[src/rtl/operand_pair_loader.sv]
// Collects two operand bytes from a valid/ready stream and holds them as a pair for the XOR/AND combiner.
// Define PAIR_COUNT_EN to build the saturating delivered-pair counter; otherwise pair_count is tied to zero.
module operand_pair_loader (
    input  logic       clk,
    input  logic       rst,
    input  logic [7:0] in_data,
    input  logic       in_valid,
    output logic       in_ready,
    input  logic       flush,
    output logic [7:0] op_a,
    output logic [7:0] op_b,
    output logic       pair_valid,
    input  logic       pair_ready,
    output logic       busy,
    output logic [7:0] pair_count
);

    typedef enum logic [1:0] {
        S_A   = 2'd0,
        S_B   = 2'd1,
        S_OUT = 2'd2
    } state_t;

    state_t state;
    state_t state_next;
    logic   byte_xfer;
    logic   pair_xfer;
    logic   load_a;
    logic   load_b;

    // The S_OUT term lets a new first byte enter in the same cycle the held pair leaves.
    assign in_ready  = !rst && !flush &&
                       (state == S_A || state == S_B || (state == S_OUT && pair_ready));
    assign byte_xfer = in_valid && in_ready;
    assign pair_xfer = pair_valid && pair_ready;
    assign busy      = (state != S_A);

    always_comb begin
        // NOTE: every output of this block gets a default first so no path leaves it unassigned, which would infer a latch.
        state_next = state;
        load_a     = 1'b0;
        load_b     = 1'b0;
        if (flush) begin
            state_next = S_A;
        end else begin
            case (state)
                S_A: begin
                    if (byte_xfer) begin
                        load_a     = 1'b1;
                        state_next = S_B;
                    end
                end
                S_B: begin
                    if (byte_xfer) begin
                        load_b     = 1'b1;
                        state_next = S_OUT;
                    end
                end
                S_OUT: begin
                    if (byte_xfer) begin
                        load_a     = 1'b1;
                        state_next = S_B;
                    end else if (pair_xfer) begin
                        state_next = S_A;
                    end
                end
                default: state_next = S_A;
            endcase
        end
    end

    // NOTE: state registers use non-blocking assignments so every flop samples pre-edge values regardless of statement order.
    always_ff @(posedge clk or posedge rst) begin
        if (rst) begin
            state      <= S_A;
            pair_valid <= 1'b0;
            op_a       <= 8'h00;
            op_b       <= 8'h00;
        end else begin
            state      <= state_next;
            pair_valid <= (state_next == S_OUT);
            if (load_a) op_a <= in_data;
            if (load_b) op_b <= in_data;
        end
    end

`ifdef PAIR_COUNT_EN
    logic [7:0] count_q;

    // A pair taken in the same cycle as flush still counts: it was handed off while valid.
    always_ff @(posedge clk or posedge rst) begin
        if (rst) begin
            count_q <= 8'h00;
        end else if (pair_xfer && count_q != 8'hFF) begin
            count_q <= count_q + 8'd1;
        end
    end

    assign pair_count = count_q;
`else
    assign pair_count = 8'h00;
`endif

endmodule

[config.mk]
export PLATFORM = sky130hd
export DESIGN_NAME = operand_pair_loader
export DESIGN_NICKNAME = d
export VERILOG_FILES = /design/src/rtl/operand_pair_loader.sv
export SDC_FILE = /design/constraint.sdc
export NUM_CORES = 1
export LEC_CHECK = 0
export CAP_MARGIN = 15
export CORE_MARGIN = 5
export CORE_UTILIZATION = 40
export CTS_CLUSTER_SIZE = 12
export DETAILED_ROUTE_END_ITERATION = 16
export DONT_BUFFER_PORTS = 1
export PLACE_DENSITY = 0.52
export SLEW_MARGIN = 25
export SYNTH_ARGS = -nofsm -noshare
export SYNTH_HDL_FRONTEND = slang
export SYNTH_SLANG_ARGS = --single-unit
[constraint.sdc]
create_clock -name clk -period 1.6 [get_ports clk]
set_input_delay 0.32 -clock clk [delete_from_list [all_inputs] [get_ports clk]]
set_output_delay 0.32 -clock clk [all_outputs]
set_load 0.03 [all_outputs]
Fig. 1: run 1, routed metal, one color a layer
Bar = 20 um. Only two layers are drawn.
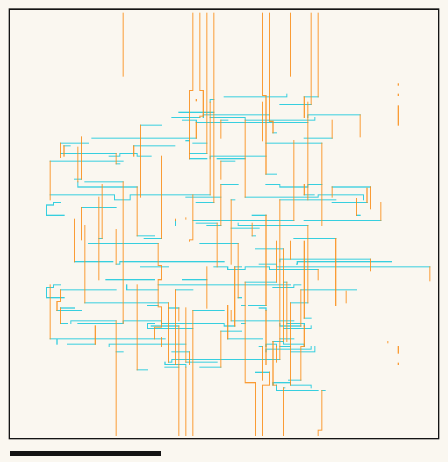
- metal 1: cyan (wire length 676 um)
- metal 2: orange (wire length 726 um)
overall routing resource usage: 10.6%
final WL: 1630 um
vias post-DR: 461

Fig. 2: run 1, signal wires on met2
Bar = 20 um.
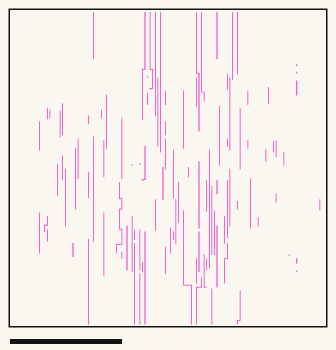
- longest straight run: 25.0 um
- wire length on this layer: 726 um
grt met2 use: 15.5%

Fig. 3: run 1, power grid
Bar = 20 um. Pins as bars on the die edge.
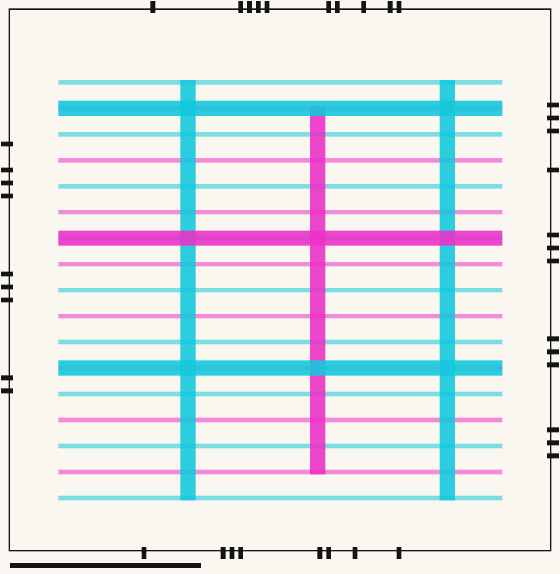
- VDD: magenta
- VSS: cyan
- met4 straps: 3
- met1 rails: 17
- rows: 16
Core Footprint: 0.00202 mm2
Worst VDD drop: 0.000618 V
Die H: 56.5 um
Die W: 56.5 um

Fig. 4: run 1, metal 3
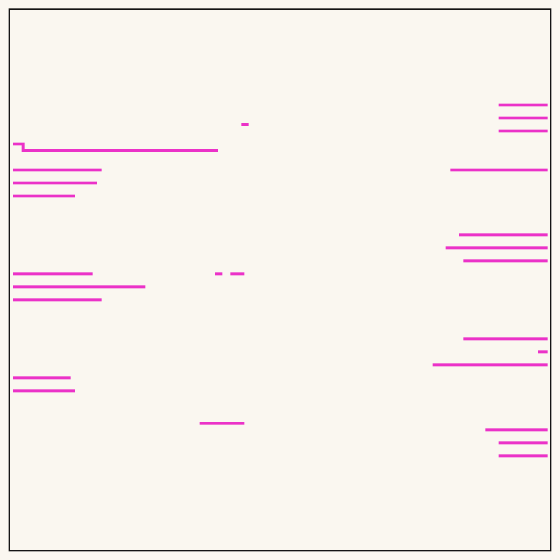
- nets with wire on the layer: 23
- share of all routed wire: 11%
- main direction: horizontal
routing usage on met3: 5.50%

==> reports/qor.yml, run 1 <==
outcome: "complete, no violations"
fin_ws_ns: 0.0301
power_frac_comb_pct: 14.3
synth_cell_types: 18
sw_frac_of_total_pct: 37.6
num-multi-input-gates: 37
grt_max_degree: 12
wl_per_cell_um: 16.8
cap_violations: 0
p_sw_uw: 457
nFillCells: 193
path_clk_slew_ns: 0.10
hold_slack_ns: 0.0628
seqPwrFrac_pct: 65.8
utilization_pct: 46.8
topCellsByArea: "dfrtp_1, mux2_4, mux2_2"
ys_ff: 19
ys_cells: 61
dp_slack_ns: -0.103
slew_viol_final: 0
top_cell_area_share_pct: 54.9
postCtsSetupRepairBufs: 0
yosysSeqAreaShare_pct: 54.9
warnings: 27
area_delta_synth_final_pct: 9.25
gp_congestion: 0.688
cp_data_arrival_time_ns: 1.25
first_global_vias: 522
firstDrtPassIters: 3
design.seq.count: 19
taps: 27
path_cells: "o21ai_0 -> nor3b_2 -> buf_4"
h-tree-depth: 1
postPlaceCellArea_um2: 907
cts_root_buf: "clkbuf_4"
worst-path-max-fanout: 3
syn_area_per_cell_um2: 14.2
cts.sinks: 19
dp_hpwl_um: 1270
drc: 0
num-nonclk-buffers: 8
row_count: 16
final_area_um2: 946
crit_required_ns: 1.28
yosys.stat.chipArea_um2: 866
ctsHoldBuffers: 1
antenna_cells: 0
crit_family: "flip-flops"
viasPerCell: 4.75
drt_iter0_drc: 3
nNonClkInverters: 2
seq_area_um2: 477
fp_util_pct: 42.8
syn-cell-area_um2: 866
portBuffers: 0
top_layer_used: "met4"
hold_class: "primary input to flip-flop"
met2WireLength_um: 725
grt_pass1_wl_um: 2530
timing.fmax_mhz: 637
busiest_layer: "met2"
overflow: 0
finalSetupViolCount: 0
clock_area_share_pct: 2.91
largest_class: "registers"
start_kind: "flip-flop"
numCtsBuffers: 3
antenna_found_initial: 0
cts-resized-gates: 1
path_class: "flip-flop to primary output"
nonClkBufAreaFrac_pct: 6.61
cts_buffer_depth: 2
layout_min_cycle_time_ns: 1.57
p_int_uw: 759
comb-cell-share_pct: 35.7
critPathSlowestCell: "dfrtp_2"
largest_area_cell: "dfrtp_1"
p_per_area_mw_per_mm2: 1290
sh_seq_area_pct: 50.4
dieArea_mm2: 0.00320
use_met1_pct: 12.0
finalCritPeriodShare_pct: 98.1
yosysWarnings: 0
mostFrequentLayoutCells: "dfrtp_1, mux2_4, mux2_2, conb_1, buf_4"
clockPowerShare_pct: 20.0
crit_buf_inv: 1
wl_met3_um: 183
power.leakage_uw: 0.000467
worst_setup_path_end_kind: "primary output"
ant_nets: 0
finClkSkew_ns: 0.00185
final_net_count: 84
clkbuf_count: 3
syn_inst: 61
max_stage_delay_ns: 0.42
logic_area_um2: 338
tns_ns: 0
wl_met1_um: 675
clock_latency_ns: 0.30
ios: 40
cts_tree: "done"
layout_top_cell: "dfrtp_1"
drive_above_1_share_pct: 45.7
finalHoldViolCount: 0
-- run 1: power groups by stage --
| stage | Sequential (uW) | Combinational (uW) | Clock [uW] |
|---|---|---|---|
| finish | 800 | 173 | 243 |
| global route | 812 | 189 | 272 |
| CTS | 805 | 174 | 254 |
| detailed placement | 814 | 172 | 0 |
| global placement | 811 | 167 | 0 |
| floorplan | 789 | 166 | 0 |
-- run 1: path summary, 6_finish.rpt --
check / startpoint / to / slack [ns] / depth (start not counted)
max in group asynchronous: rst / op_b[1] / 0.70 / 3
min in group asynchronous: rst / state[1] / 0.44 / 2
hold / removal: flush / state[0] / 0.06 / 1
hold reg to reg: state[0] / state[1] / 0.62 / 2
setup reg to reg: state[0] / op_b[1] / 0.14 / 4
setup / recovery: state[0] / in_ready / 0.03 / 3
-- run 1: per-stage QoR --
stage / total power (uW) / instances
2_1_floorplan: 955 / 68
3_3_place_gp: 978 / 92
3_5_place_dp: 986 / 92
4_1_cts: 1230 / 97
5_1_grt: 1270 / 97
6_report: 1220 / 97
-- run 1: synthesized netlist by cell type --
master / n
conb_1: 1
a21oi_1: 1
nand3b_1: 2
or2_2: 1
or3b_1: 1
buf_4: 8
a31oi_1: 2
or3b_4: 1
buf_2: 1
mux2_4: 8
o21ai_0: 1
nor3b_1: 2
buf_6: 1
mux2_2: 8
a211o_2: 1
nand2_1: 1
dfrtp_1: 19
inv_1: 2
-- run 1: kinds of logic after synthesis --
kind of cell / Yosys count / synth area share (%)
flops: 19 / 54.9
mux: 16 / 24.3
buf+inv: 12 / 9.68
simple gates: 8 / 6.94
compound gates: 5 / 3.76
other cells: 1 / 0.433
-- run 1: sequential cells by signal, summed over array words and instances (netlist names) --
signal,flops
pair_valid,1
state,2
op_a,8
op_b,8
Fig. 5: run 1, the clock network
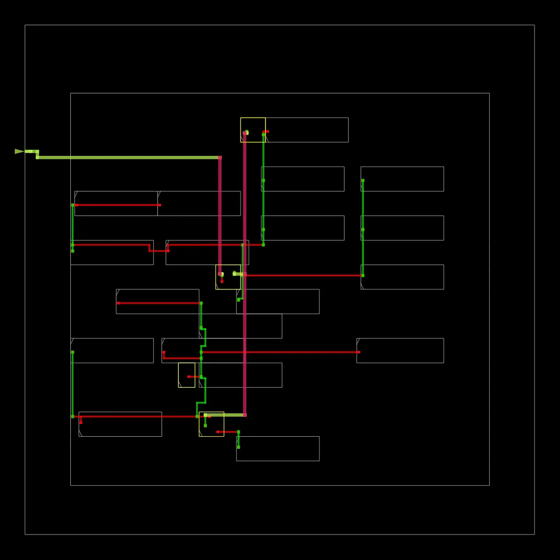

--- run 2 (diff from run 1) ---
--- a/config.mk
+++ b/config.mk
@@ -5,13 +5,13 @@
 export SDC_FILE = /design/constraint.sdc
 export NUM_CORES = 1
 export LEC_CHECK = 0
-export CAP_MARGIN = 15
+export ABC_AREA = 1
 export CORE_MARGIN = 5
 export CORE_UTILIZATION = 40
 export CTS_CLUSTER_SIZE = 12
 export DETAILED_ROUTE_END_ITERATION = 16
 export DONT_BUFFER_PORTS = 1
-export PLACE_DENSITY = 0.52
+export PLACE_DENSITY = 0.54
 export SLEW_MARGIN = 25
 export SYNTH_ARGS = -nofsm -noshare
 export SYNTH_HDL_FRONTEND = slang
==> constraint.sdc (replaced) <==
create_clock -name clk -period 1.4 [get_ports clk]
set_input_delay 0.28 -clock clk [delete_from_list [all_inputs] [get_ports clk]]
set_output_delay 0.28 -clock clk [all_outputs]
set_load 0.03 [all_outputs]
Fig. 6: run 2, the clock network
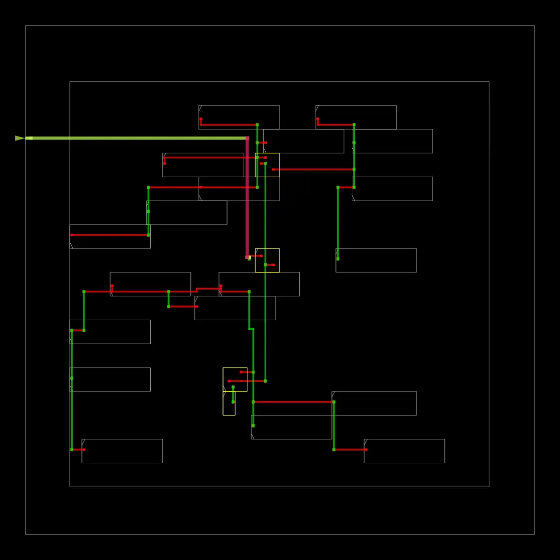
clk sinks: 19
Num CTS Buffers: 3
CLK BUF: 4

==> reports/qor.yml, run 2 <==
outcome: "complete, but fails checks"
violations: "setup timing"
final_net_count: 123  # +46%
ios: 40  # unchanged
path_clk_slew_ns: 0.10  # about the same
path_cells: "inv_2 -> nand2_2 -> a21oi_4 -> buf_6"
cap_violations: 0  # unchanged
hold_class: "primary input to flip-flop"
synth-edff-count: 0  # unchanged
clockPowerShare_pct: 18.4  # -1.6 points
die_w_um: 58.1  # +2.8%
reg_top3: "op_a (8), op_b (8), state (2)"
cts_root_buf: "clkbuf_4"
layout_min_cycle_time_ns: 1.43
drt_iter0_drc: 13  # +10
worst-path-max-fanout: 7  # +4
ys_cells: 102  # +67%
layout.cells.non_filler: 137  # +41%
finalPower_uw: 1490  # +23%
hold_depth: 2  # +1
mostFrequentLayoutCells: "nand2_1, dfrtp_1, nand4_1"
busiest_layer: "met2"
clock_latency_ns: 0.29  # about the same
yosysWarnings: 0  # unchanged
seqPwrFrac_pct: 65.9  # about the same
p_int_uw: 860  # +13%
drive_above_1_share_pct: 18.3  # -27 points
comb_power_uw: 234  # +35%
maxPowerGroup: "sequential cells"
yosysSeqAreaShare_pct: 51.4  # -3.5 points
ctsHoldBuffers: 1  # unchanged
timing.fmax_mhz: 701
top_cell_area_share_pct: 51.4  # -3.5 points
crit_family: "flip-flops"
slew_viol_final: 0  # unchanged
antenna_cells: 0  # unchanged
dp_hpwl_um: 1550  # +23%
largest_area_cell: "dfrtp_1"
power_frac_comb_pct: 15.7  # +1.4 points
topCellsByArea: "dfrtp_1, nand2_1, nand4_1"
ys_ff: 19  # unchanged
first_global_vias: 701  # +34%
sequentialPower_uw: 984  # +23%
finalSetupViolCount: 1  # +1
post_synth_most_frequent_cells: "nand2_1, dfrtp_1, nand4_1"
rr_worst_depth: 6  # +2
cp.depth: 4  # +1
cp_data_arrival_time_ns: 1.15  # -0.10 ns
powerClk_uw: 274  # +13%
gp_congestion: 0.793  # +15%
core_mm2: 0.00221  # +9.4%
crit_required_ns: 1.12  # -0.16 ns
sw_frac_of_total_pct: 42.4  # +4.8 points
portBuffers: 0  # unchanged
dieArea_mm2: 0.00337  # +5.6%
path_class: "flip-flop to primary output"
power.leakage_uw: 0.000529  # +13%
peakVddDrop_v: 0.000651  # +5.3%
start_kind: "flip-flop"
area_delta_synth_final_pct: 8.39
grt_use_met3_pct: 5.57  # +0.063 points
use_met1_pct: 15.7  # +3.7 points
syn-cell-area_um2: 925  # +6.8%
critPathSlowestCell: "dfrtp_1"
finalCritPeriodShare_pct: 102
vias: 687  # +49%
crit_buf_inv: 2  # +1
h-tree-depth: 1  # unchanged
syn_area_per_cell_um2: 9.07  # -36%
drc: 0  # unchanged
p_per_area_mw_per_mm2: 1490  # +16%
rsz0062_at_grt: "yes"
finalHoldViolCount: 0  # unchanged
synthArstFlopShare_pct: 100  # unchanged
cts-resized-gates: 3  # +2
postCtsSetupRepairBufs: 1  # +1
grt_pass1_wl_um: 3280  # +30%
syn_inst: 102  # +67%
synth_cell_types: 19  # +1
met2_usage_pct: 19.8  # +4.3 points
yosys.stat.chipArea_um2: 925  # +6.8%
top_cell: "nand2_1"
cts_buffer_depth: 2  # unchanged
warnings: 28  # +3.7%
grt_max_degree: 20  # +8
fin_ws_ns: -0.0261  # -0.0562 ns
finClkSkew_ns: 0.00145  # -0.000402 ns
viasPerCell: 5.01  # +5.5%
fp_util_pct: 41.8  # -1.0 points
flop_cell: "dfrtp_1"
max_stage_delay_ns: 0.40  # -0.02 ns
grt_usage_pct: 13.0  # +2.3 points
row_count: 17  # +1
antenna_found_initial: 0  # unchanged
wl_per_cell_um: 15.3  # -8.8%
layout_top_cell: "nand2_1"
ant_nets: 0  # unchanged
die.size.y_um: 58.1  # +2.8%
worst_setup_path_end_kind: "primary output"
dp_cells: 129  # +40%
overflow: 0  # unchanged
firstDrtPassIters: 4  # +1
p_sw_uw: 633  # +38%
utilization_pct: 45.3  # -1.5 points
cts_tree: "done"
routed_wl_um: 2100  # +29%
-- run 2: cell types whose count changed in the layout (fill, tap and decap cells not counted), moves of 2 or more --
cell / before / now
a31oi_1: 2 / 0
mux2_2: 8 / 0
mux2_4: 8 / 0
nand2_1: 1 / 40
nand3b_1: 2 / 0
nand4_1: 0 / 16
-- run 2: through the flow --
| step | instance area [um2] | setup slack (ns) | TNS [ns] | hold WS, ns |
|---|---|---|---|---|
| floorplan | 955 | 0.0764 | 0 | 0.131 |
| global placement | 936 | 0.188 | 0 | 0.220 |
| detailed placement | 936 | 0.143 | 0 | 0.230 |
| CTS | 987 | -0.0426 | -0.0426 | 0.110 |
| global route | 1000 | -0.105 | -0.105 | 0.103 |
| finish | 1000 | -0.0261 | -0.0261 | 0.116 |
-- run 2: path summary, 6_finish.rpt --
path	start	endpoint	slack, ns
max	state[0]	in_ready	-0.03
min	in_data[2]	op_a[2]	0.12
max reg2reg	state[0]	op_a[6]	0.11
min reg2reg	op_a[2]	op_a[2]	0.70
max in group asynchronous	rst	state[1]	0.73
min in group asynchronous	rst	state[0]	0.45
-- run 2: layer usage --
| layer | wire [um] | share of wire [%] |
|---|---|---|
| met1 | 854 | 41 |
| met2 | 981 | 47 |
| met3 | 246 | 12 |
| met4 | 13 | 0.62 |
| met5 | 0 | 0 |
-- run 2: cell type report --
type | count | area (um2)
sequential | 19 | 477
multi-input combinational | 74 | 375
timing repair buffer | 9 | 73.8
clock buffer | 4 | 26.3
inverter | 3 | 15.0
fill | 238 | 1210
tap | 28 | 35.0
-- run 2: cell families after synthesis --
logic type,count (synthesis),share of synthesized area (%)
simple gates,64,34.8
flops,19,51.4
buf+inv,16,11.1
compound gates,2,2.30
other cells,1,0.406
Fig. 7: run 2, routed metal, one color a layer
Bar = 20 um. Only two layers are drawn.
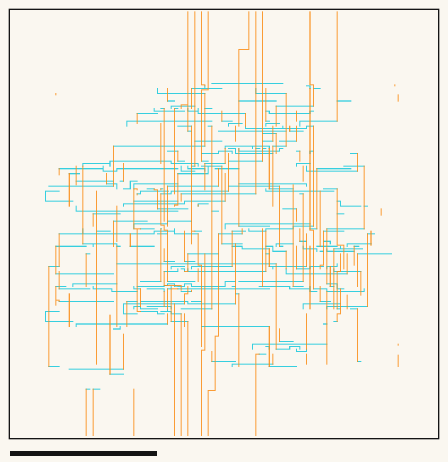

--- run 3 (diff from run 2) ---
--- a/config.mk
+++ b/config.mk
@@ -6,7 +6,6 @@
 export NUM_CORES = 1
 export LEC_CHECK = 0
 export ABC_AREA = 1
-export CORE_MARGIN = 5
 export CORE_UTILIZATION = 40
 export CTS_CLUSTER_SIZE = 12
 export DETAILED_ROUTE_END_ITERATION = 16
Fig. 8: run 3, routed metal, one color a layer
Bar = 20 um. Only two layers are drawn.
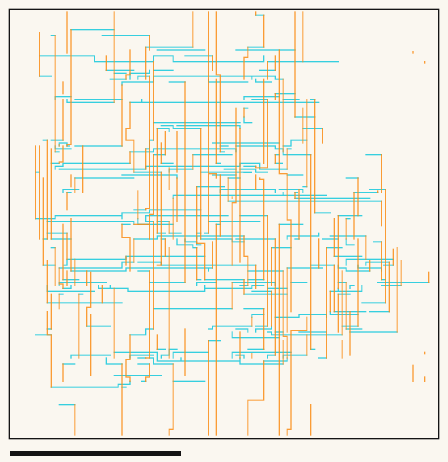
- metal 2: orange (wire length 1040 um)
- metal 1: cyan (wire length 886 um)
vias post-DR: 717
final WL: 2130 um
DR WL/cell: 15.5 um

==> reports/qor.yml, run 3 <==
outcome: "complete, but fails checks"
violations: "setup timing"
h-tree-depth: 1  # unchanged
layout.cells.non_filler: 137  # unchanged
die.size.y_um: 50.1  # -14%
fin_ws_ns: -0.0133  # +0.0128 ns
reg_top3: "op_a (8), op_b (8), state (2)"
power.leakage_uw: 0.000555  # +4.9%
syn-cell-area_um2: 925  # unchanged
first_global_vias: 774  # +10%
mostFrequentLayoutCells: "nand2_1, dfrtp_1, nand4_1"
hp-start: "in_data[0]"
gp_congestion: 0.770  # -2.8%
critPathSlowestCell: "dfrtp_2"
postPlaceCellArea_um2: 941  # +0.53%
slew_viol_final: 0  # unchanged
dp_slack_ns: 0.180  # +0.0364 ns
grt_max_degree: 20  # unchanged
cts_tree: "done"
start_kind: "flip-flop"
top_layer_used: "met4"
clock_latency_ns: 0.29  # about the same
warnings: 28  # unchanged
holdPathEnd: "op_b[0]"
ys_ff: 19  # unchanged
rsz0062_at_grt: "yes"
utilization_pct: 48.4  # +3.1 points
ff2ff_setup_slack_ns: 0.10  # about the same
syn_area_per_cell_um2: 9.07  # unchanged
tns_ns: -0.0133  # +0.0128 ns
largest_area_cell: "dfrtp_1"
hold_depth: 2  # unchanged
synth-edff-count: 0  # unchanged
topCellsByArea: "dfrtp_1, nand2_1, nand4_1"
layout_top_cell: "nand2_1"
top_cell: "nand2_1"
finalCritPeriodShare_pct: 101  # -0.91 points
hold_class: "primary input to flip-flop"
grt_usage_pct: 19.9  # +7.0 points
top_cell_area_share_pct: 51.4  # unchanged
yosysWarnings: 0  # unchanged
rr_worst_depth: 5  # -1
grt_pass1_wl_um: 3670  # +12%
flop_cell: "dfrtp_1"
cts_root_buf: "clkbuf_4"
cts.sinks: 19  # unchanged
layout_min_cycle_time_ns: 1.41  # -0.0128 ns
yosys.stat.chipArea_um2: 925  # unchanged
dp_cells: 128  # -0.78%
row_count: 17  # unchanged
r2r_end: "op_a[3]"
antenna_cells: 0  # unchanged
firstDrtPassIters: 4  # unchanged
wl_met1_um: 885  # +3.6%
path_clk_slew_ns: 0.11  # about the same
portBuffers: 0  # unchanged
fp_util_pct: 42.2  # +0.41 points
syn_inst: 102  # unchanged
cp_data_arrival_time_ns: 1.13  # -0.02 ns
overflow: 0  # unchanged
hold_slack_ns: 0.112  # -0.00371 ns
path_cells: "a21oi_4 -> buf_12"
dieArea_mm2: 0.00251  # -26%
area_delta_synth_final_pct: 14.7
yosysSeqAreaShare_pct: 51.4  # unchanged
path_class: "flip-flop to primary output"
timing.fmax_mhz: 708  # +0.90%
post_synth_most_frequent_cells: "nand2_1, dfrtp_1, nand4_1"
die_w_um: 50.1  # -14%
ant_nets: 0  # unchanged
wl_met3_um: 168  # -32%
finalSetupViolCount: 1  # unchanged
drive_above_1_share_pct: 18.3  # unchanged
synthArstFlopShare_pct: 100  # unchanged
ios: 40  # unchanged
worstReg2RegStart: "state[1]"
crit_required_ns: 1.12  # about the same
finClkSkew_ns: 0.00925  # +0.00780 ns
finalHoldViolCount: 0  # unchanged
final_net_count: 123  # unchanged
cts_buffer_depth: 2  # unchanged
final_area_mm2: 0.00106  # +5.9%
core_mm2: 0.00219  # -0.96%
viasPerCell: 5.23  # +4.4%
max_stage_delay_ns: 0.48  # +0.08 ns
drt_iter0_drc: 18  # +5
ys_cells: 102  # unchanged
drc: 0  # unchanged
synth_cell_types: 19  # unchanged
nFillCells: 212  # -11%
worst_setup_path_end_kind: "primary output"
numCtsBuffers: 3  # unchanged
finalPower_uw: 1520  # +1.7%
met2WireLength_um: 1040  # +6.4%
worst-path-max-fanout: 6  # -1
antenna_found_initial: 0  # unchanged
dp_hpwl_um: 1460  # -6.0%
peakVddDrop_v: 0.00102  # +57%
p_per_area_mw_per_mm2: 1430  # -3.9%
cap_violations: 0  # unchanged
==> run 3: cell counts after synthesis <==
No cell type changed its count.
==> run 3: worst max-delay path by stage <==
stage                   from    endpoint  slack, ns
CTS                 state[0]    in_ready      -0.04
global placement    state[0]  pair_valid       0.22
floorplan                rst    in_ready       0.08
global route        state[0]    in_ready      -0.07
detailed placement  state[0]     op_a[3]       0.18
finish              state[1]    in_ready      -0.01
==> run 3: cell families (layout without fill, tap and decap cells) <==
family                 Yosys count  in the layout  synth area share (%)
and+or+nand+nor                 64             64                  34.8
DFF                             19             19                  51.4
AOI/OAI and AO/OA                2              2                  2.30
buffers and inverters           16             16                  11.1
other                            1              8                 0.406
==> run 3: report_power, final <==
group	switching [uW]	internal [uW]
registers	320	663
clock network	162	111
logic	152	110
total	634	884
==> run 3: cell type report <==
type | instances | area, um2 | area share (%)
Sequential cell | 19 | 477 | 44.9
Clock buffer | 4 | 26.3 | 2.48
Tap cell | 28 | 35.0 | 3.30
Timing Repair Buffer | 9 | 133 | 12.5
Inverter | 3 | 15.0 | 1.42
Multi-Input combinational cell | 74 | 375 | 35.4
==> run 3: routing by layer <==
layer / up-vias / global-route usage, %
met5: - / 0
met1: 350 / 23.8
met3: 4 / 5.25
li1: 337 / -
met4: 0 / 10.0
met2: 26 / 32.7
==> run 3: timing repair <==
item,4_1_cts,5_1_grt
setup buffers,2,0
hold buffers,1,0
cloned,2,0
gates resized,2,0
setup endpoints to repair,2,2
pin swaps,1,1
endpoints found under the hold margin,19,0
==> run 3: worst max-delay path: cells and delay by family, from the launching register on <==
kind | cells | cell delay [ns]
AOI/OAI and AO/OA | 1 | 0.20
buffers and inverters | 1 | 0.15
DFF | 1 | 0.48
Power figures rest on the tool's default switching activity, not on a simulated workload.
